File: src/rtl/wb_timer.sv
// RISC-V machine timer on a pipelined Wishbone slave port: 64-bit mtime/mtimecmp,
// prescaled tick, and a registered level interrupt (mtime >= mtimecmp).
module wb_timer #(
    parameter int ADDR_W  = 5,
    parameter int PRESC_W = 16
) (
    input  logic              clk,
    input  logic              rst_n,
    input  logic              wb_cyc,
    input  logic              wb_stb,
    input  logic              wb_we,
    input  logic [ADDR_W-1:0] wb_adr,
    input  logic [3:0]        wb_sel,
    input  logic [31:0]       wb_dat_i,
    output logic [31:0]       wb_dat_o,
    output logic              wb_ack,
    output logic              wb_stall,
    output logic              wb_err,
    output logic              irq_timer
);
    localparam logic [2:0] REG_MTIME_LO = 3'd0;
    localparam logic [2:0] REG_MTIME_HI = 3'd1;
    localparam logic [2:0] REG_CMP_LO   = 3'd2;
    localparam logic [2:0] REG_CMP_HI   = 3'd3;
    localparam logic [2:0] REG_CTRL     = 3'd4;

    logic [63:0]        mtime;
    logic [63:0]        mtimecmp;
    logic               en;
    logic [PRESC_W-1:0] presc;
    logic [PRESC_W-1:0] presc_cnt;

    logic               accept;
    logic               wr;
    logic               tick;
    logic [2:0]         word;
    logic [31:0]        bmask;
    logic [31:0]        ctrl_val;
    logic [31:0]        ctrl_new;
    logic [31:0]        rdata;
    logic [63:0]        mtime_inc;
    logic [63:0]        mtime_next;
    logic [63:0]        cmp_next;
    logic               unused_bits;

    assign wb_stall = 1'b0;
    assign wb_err   = 1'b0;

    assign accept = wb_cyc & wb_stb;
    assign wr     = accept & wb_we;
    assign word   = wb_adr[4:2];
    assign bmask  = {{8{wb_sel[3]}}, {8{wb_sel[2]}}, {8{wb_sel[1]}}, {8{wb_sel[0]}}};

    assign ctrl_val = 32'({presc, 7'd0, en});
    assign ctrl_new = (ctrl_val & ~bmask) | (wb_dat_i & bmask);

    assign tick      = en && (presc_cnt == presc);
    assign mtime_inc = mtime + {63'd0, tick};

    // Bus write overlays the post-increment value, so unwritten bytes still advance.
    always_comb begin
        mtime_next = mtime_inc;
        cmp_next   = mtimecmp;
        if (wr) begin
            case (word)
                REG_MTIME_LO: mtime_next[31:0]  = (mtime_inc[31:0] & ~bmask) | (wb_dat_i & bmask);
                REG_MTIME_HI: mtime_next[63:32] = (mtime_inc[63:32] & ~bmask) | (wb_dat_i & bmask);
                REG_CMP_LO:   cmp_next[31:0]    = (mtimecmp[31:0] & ~bmask) | (wb_dat_i & bmask);
                REG_CMP_HI:   cmp_next[63:32]   = (mtimecmp[63:32] & ~bmask) | (wb_dat_i & bmask);
                default: ;
            endcase
        end
    end

    always_comb begin
        rdata = 32'd0;
        case (word)
            REG_MTIME_LO: rdata = mtime[31:0];
            REG_MTIME_HI: rdata = mtime[63:32];
            REG_CMP_LO:   rdata = mtimecmp[31:0];
            REG_CMP_HI:   rdata = mtimecmp[63:32];
            REG_CTRL:     rdata = ctrl_val;
            default:      rdata = 32'd0;
        endcase
    end

    always_ff @(posedge clk or negedge rst_n) begin
        if (!rst_n) begin
            mtime     <= 64'd0;
            mtimecmp  <= 64'hFFFF_FFFF_FFFF_FFFF;
            en        <= 1'b0;
            presc     <= '0;
            presc_cnt <= '0;
            wb_ack    <= 1'b0;
            wb_dat_o  <= 32'd0;
            irq_timer <= 1'b0;
        end else begin
            mtime    <= mtime_next;
            mtimecmp <= cmp_next;
            if (wr && word == REG_CTRL) begin
                en        <= ctrl_new[0];
                presc     <= ctrl_new[PRESC_W+7:8];
                presc_cnt <= '0;
            end else if (en) begin
                presc_cnt <= tick ? '0 : presc_cnt + PRESC_W'(1);
            end
            wb_ack    <= accept;
            wb_dat_o  <= (accept && !wb_we) ? rdata : 32'd0;
            irq_timer <= (mtime >= mtimecmp);
        end
    end

    assign unused_bits = ^{wb_adr, ctrl_new};

endmodule

File: config.mk
export PLATFORM = sky130hd
export DESIGN_NAME = wb_timer
export DESIGN_NICKNAME = d
export VERILOG_FILES = /design/src/rtl/wb_timer.sv
export SDC_FILE = /design/constraint.sdc
export NUM_CORES = 1
export LEC_CHECK = 0
export CORE_MARGIN = 1.5
export CORE_UTILIZATION = 49
export DETAILED_ROUTE_END_ITERATION = 6
export HOLD_SLACK_MARGIN = 0.1
export PLACE_DENSITY = 0.67
export SYNTH_ARGS = -nofsm -noshare
export SYNTH_HDL_FRONTEND = slang
export SYNTH_SLANG_ARGS = --single-unit
File: constraint.sdc
create_clock -name clk -period 9.1 [get_ports clk]
set_clock_uncertainty 0.2 [all_clocks]
set_input_delay 0.91 -clock clk [delete_from_list [all_inputs] [get_ports clk]]
set_output_delay 0.91 -clock clk [all_outputs]
set_load 0.01 [all_outputs]
==> results.yml, run 1 <==
# physical design summary
outcome:
  status: "finished, violations left"
  violations: "DRC"
critical_path:
  crit_start: "presc_cnt[7]"
  critPathTopFamily: "simple AND/OR/NAND/NOR gates"
  crit_top_cell: "nor4_1"
  cp.arrival_ns: 4.96
  r2r_start: "presc_cnt[7]"
min_path:
  hold_depth: 2
power_and_ir_drop:
  power_leader: "registers"
  comb_cell_power_mw: 0.666
  powerClk_mw: 0.789
  clkPwrFrac_pct: 29.9
finish:
  inverters_excl_clock: 83
  final_cell_mix: "151 x nand2_1, 131 x dfrtp_1, 95 x nor2_1"
  dominant_cells: "combinational gates"
  seq_cells: 195
  seq_area_mm2: 0.004960
  area_growth_pct: 14.62
drt:
  drtIter0Drc: 729
  drc: 7
  dr_wl_met3_um: 1464
  finalWirelength_um: 29200
  wl_met1_um: 13700
  via_count: 8770
sta:
  post-route-min-period_ns: 4.829
  tns_ns: 0
  drv_slew: 0
  tightest_slew_ns: 1.169
yosys:
  ys_cells: 1174
  synthXorXnorAreaFrac_pct: 6.970
  synth_cells: 1174
  synthTopCellsByArea: "dfrtp_1 30%, dfstp_2 15%, ha_1 7.6%"
  largest_area_cell: "dfrtp_1"
  mux_area_share_pct: 6.732
  ys_types: 57
clock_network:
  clk_path_buf_depth: 2
  cts_resized: 0
### Routing congestion, run 1

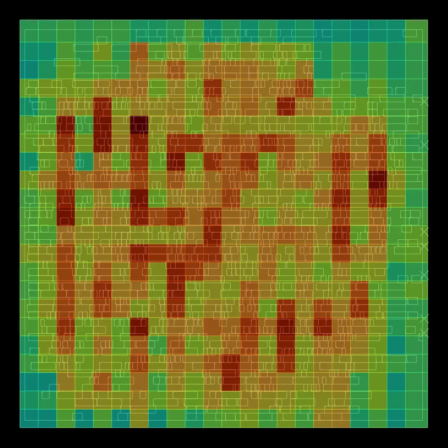
GR Util met1: 36.71%
gr busiest metal: met2
DR WL/cell: 19.10 µm
post-layout util: 57.72%

### The metal 1 layer, run 1

Scale bar: 50 µm. Supply wires on this layer in gray. Cells faint in the background.
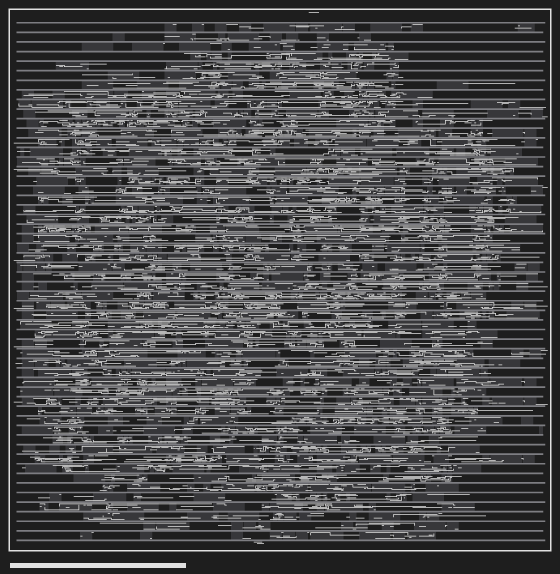
main direction: horizontal
share of all routed wire: 47%

### Met2 routing, run 1

Scale bar: 50 µm. Cells faint in the background.
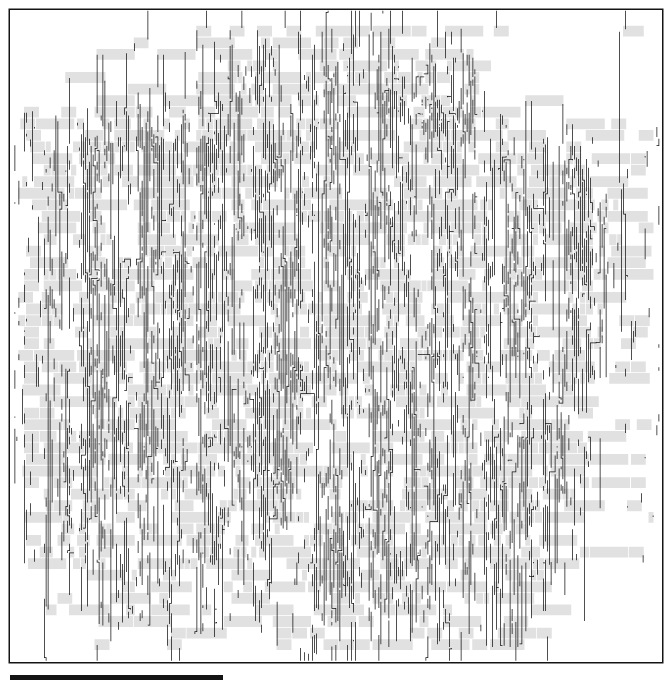
longest straight run: 73.8 µm
wire length on this layer: 13500 µm

### Drive-strength map, run 1

Scale bar: 50 µm.
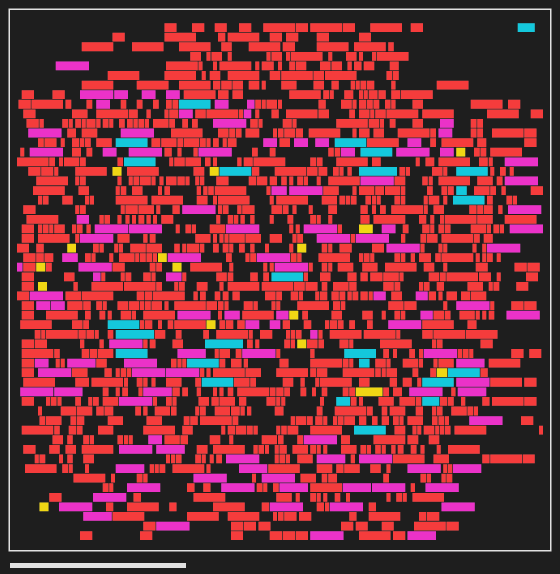

==> inputs of run 2 (changes only) <==
==> constraint.sdc (replaced) <==
create_clock -name clk -period 4.8 [get_ports clk]
set_clock_uncertainty 0.2 [all_clocks]
set_input_delay 0.48 -clock clk [delete_from_list [all_inputs] [get_ports clk]]
set_output_delay 0.48 -clock clk [all_outputs]
set_load 0.01 [all_outputs]
### Drive-strength map, run 2

Scale bar: 50 µm.
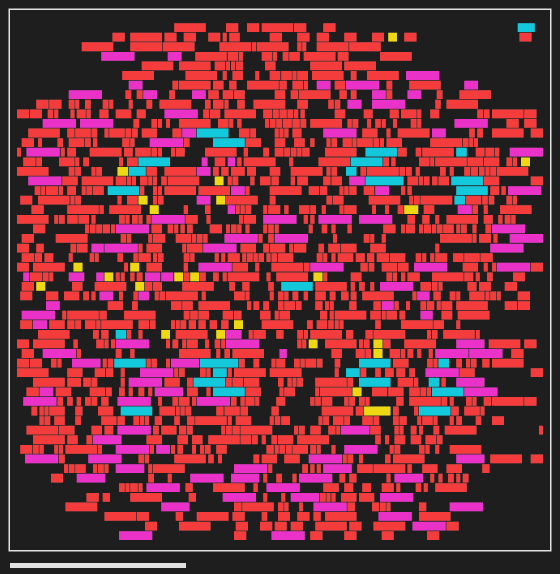
[cyan] _6 and larger | cells: 29 | share: 2.3%
[red] _0 and _1 cells | cells: 1090 | share: 87%
[magenta] _2 cells | cells: 116 | share: 9.2%
[yellow] _3 and _4 cells | cells: 24 | share: 1.9%

### The metal 1 layer, run 2

Scale bar: 50 µm. Supply wires on this layer in gray. Cells faint in the background.
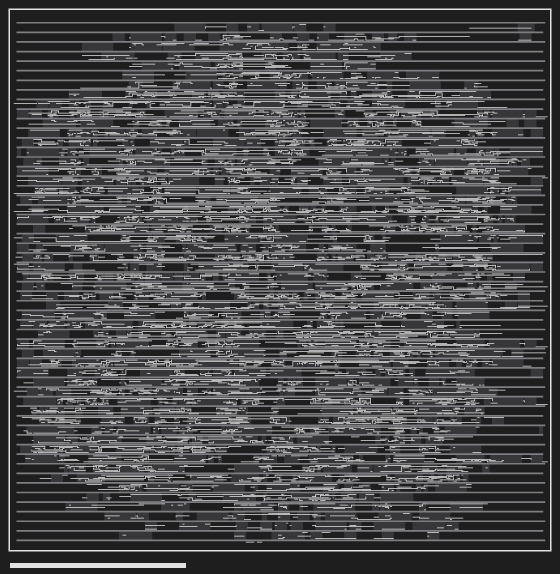
nets with wire on the layer: 1260
longest straight run: 54.7 µm
share of all routed wire: 46%
wire length on this layer: 13200 µm
main direction: horizontal

==> run 2 against run 1 <==
  * The run still ends with DRC left
  * Via count up 1.3%
  * Synthesized cell count stayed put
  * Maximum frequency up 19%
  * Utilization increased by 0.35 points
  * Die size stayed put
==> results.yml, run 2 <==
# physical design summary
critical_path:
  r2r_start: "presc_cnt[7]"
  crit_start: "presc_cnt[7]"
  crit_top_cell: "nor4_1"
power_and_ir_drop:
  comb_cell_power_mw: 1.26
  power_leader: "registers"
  clkPwrFrac_pct: 29.6
yosys:
  synth_cells: 1174
  largest_area_cell: "dfrtp_1"
  ys_types: 57
  ys_cells: 1174
finish:
  seq_area_mm2: 0.004960
  seq_cells: 195
  final_cell_mix: "151 x nand2_1, 131 x dfrtp_1, 95 x nor2_1"
  area_growth_pct: 15.31
  fin_util_pct: 58.07
drt:
  dr_wl_met3_um: 1744
  wl_met1_um: 13240
  via_count: 8883
  wire_per_inst_um: 18.79
  drc: 7
  finalWirelength_um: 28930
min_path:
  hold_depth: 2
sta:
  post-route-min-period_ns: 4.044
  tns_ns: 0
  tightest_slew_ns: 1.156
outcome:
  status: "finished, violations left"
  violations: "DRC"
clock_network:
  cts_resized: 0
### Layout detail, run 2

Scale bar: 10 µm. Region (57, 26) to (97, 66) µm. Cells in gray, sequential cells in the stronger gray; small squares are vias.
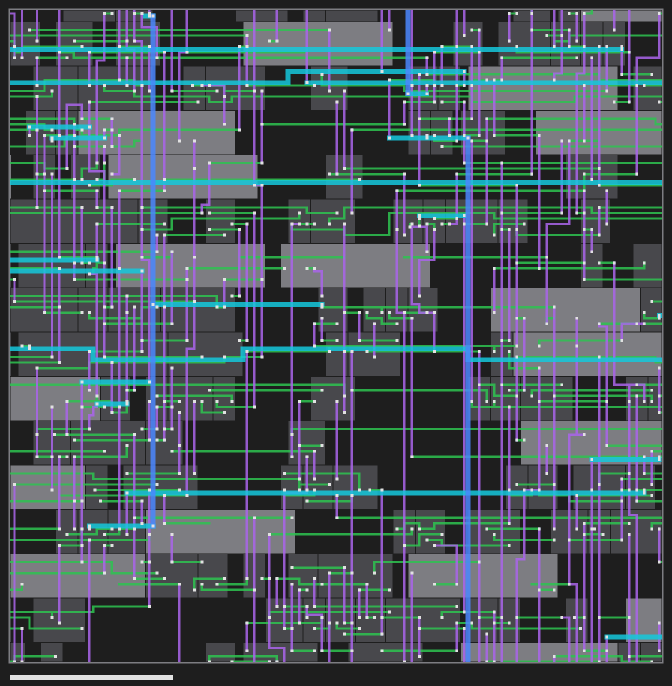
[cyan] metal 3
[purple] metal 2
[green] metal 1
[blue] metal 4
netlist names of flops here include: mtime (13)
sequential cells in the window: 15
most frequent: nand2_1 (15), dfrtp_1 (13), nor2_1 (11)
cells with their middle in the window: 110

### Routing congestion, run 2

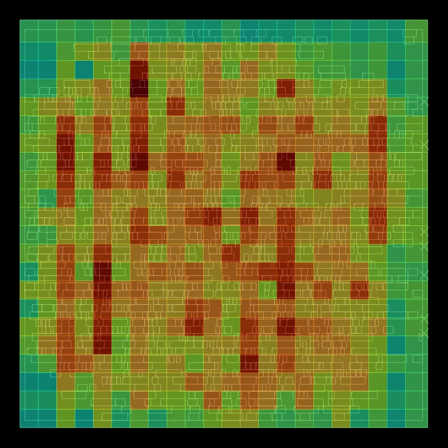

==> inputs of run 3 (changes only) <==
==> constraint.sdc (replaced) <==
create_clock -name clk -period 4.25 [get_ports clk]
set_clock_uncertainty 0.2 [all_clocks]
set_input_delay 0.425 -clock clk [delete_from_list [all_inputs] [get_ports clk]]
set_output_delay 0.425 -clock clk [all_outputs]
set_load 0.01 [all_outputs]
### Routing congestion, run 3

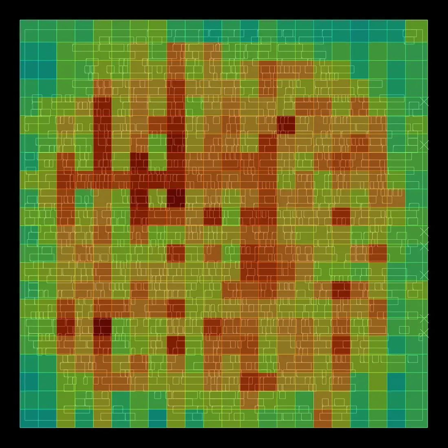
GRT Total Usage: 25.69%
GR Util met2: 41.49%
GR Util met1: 35.28%
DR WL/cell: 18.60 µm
post-layout util: 58.19%

### Met2 routing, run 3

Scale bar: 50 µm. Cells faint in the background.
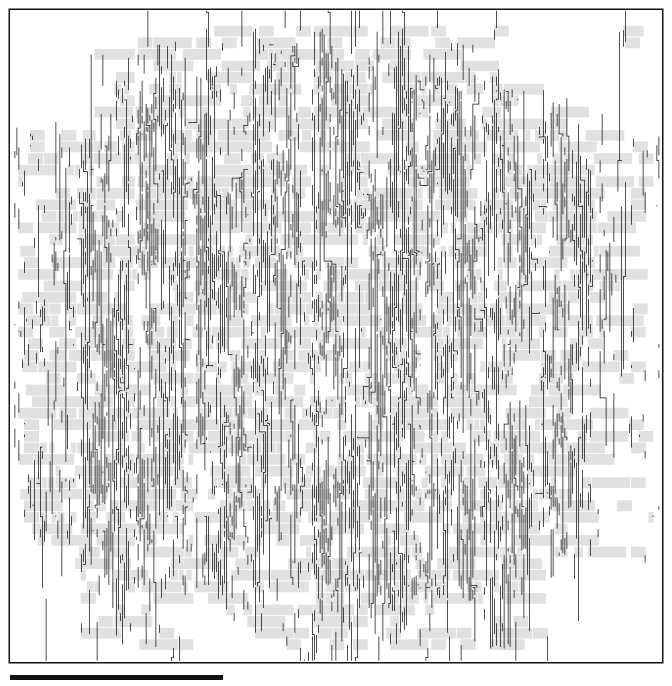
share of all routed wire: 47%
longest straight run: 75.3 µm
wire length on this layer: 13700 µm

### Drive-strength map, run 3

Scale bar: 50 µm.
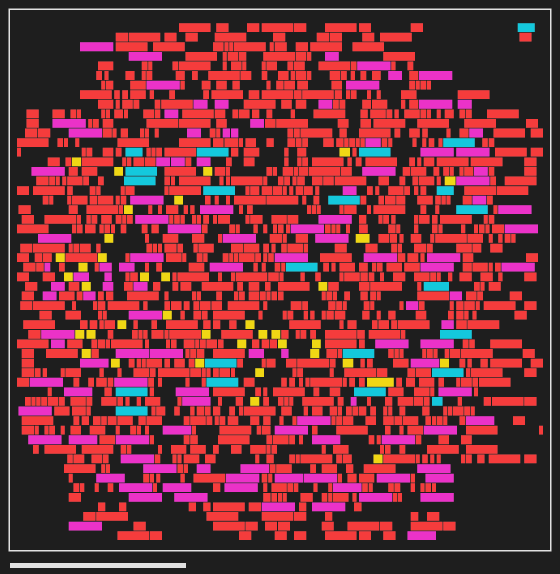
[magenta] _2 cells | cells: 116 | share: 9.1%
[red] _0 and _1 cells | cells: 1093 | share: 86%
[yellow] _3 and _4 cells | cells: 38 | share: 3.0%
[cyan] _6 and larger | cells: 22 | share: 1.7%

==> run 3 against run 2 <==
  * Worst setup slack worse by 0.52 ns
  * Cell count up 0.65%
  * Utilization is 0.12 points higher
  * Wire length shrank 0.42%
  * Clock-buffer cell count rose by 3
  * Flip-flop count is the same
  * Critical path type unchanged
  * The flow still finishes with violations (DRC)
  * Combinational power up about 10%
  * Non-clock buffer count up 10
  * Power up 9.6%
==> results.yml, run 3 <==
# physical design summary
outcome:
  status: "finished, violations left"
  violations: "DRC"
yosys:
  synthXorXnorAreaFrac_pct: 6.970
  synthTopCellsByArea: "dfrtp_1 30%, dfstp_2 15%, ha_1 7.6%"
  largest_area_cell: "dfrtp_1"
  mux_area_share_pct: 6.732
power_and_ir_drop:
  power_leader: "registers"
  powerClk_mw: 1.50
  comb_cell_power_mw: 1.43
  clkPwrFrac_pct: 27.5
drt:
  drc: 7
  drtIter0Drc: 588
  dr_wl_met3_um: 1719
  finalWirelength_um: 28800
critical_path:
  crit_top_cell: "nor4_1"
  cp.arrival_ns: 4.10
sta:
  drv_slew: 0
  post-route-min-period_ns: 4.013
  tightest_slew_ns: 1.103
clock_network:
  clk_path_buf_depth: 2
finish:
  inverters_excl_clock: 83
  final_cell_mix: "151 x nand2_1, 131 x dfrtp_1, 95 x nor2_1"
  area_growth_pct: 15.55
global_routing:
  top_usage_layer: "met2"
min_path:
  hold_depth: 2
Power and IR drop assume default switching activity.
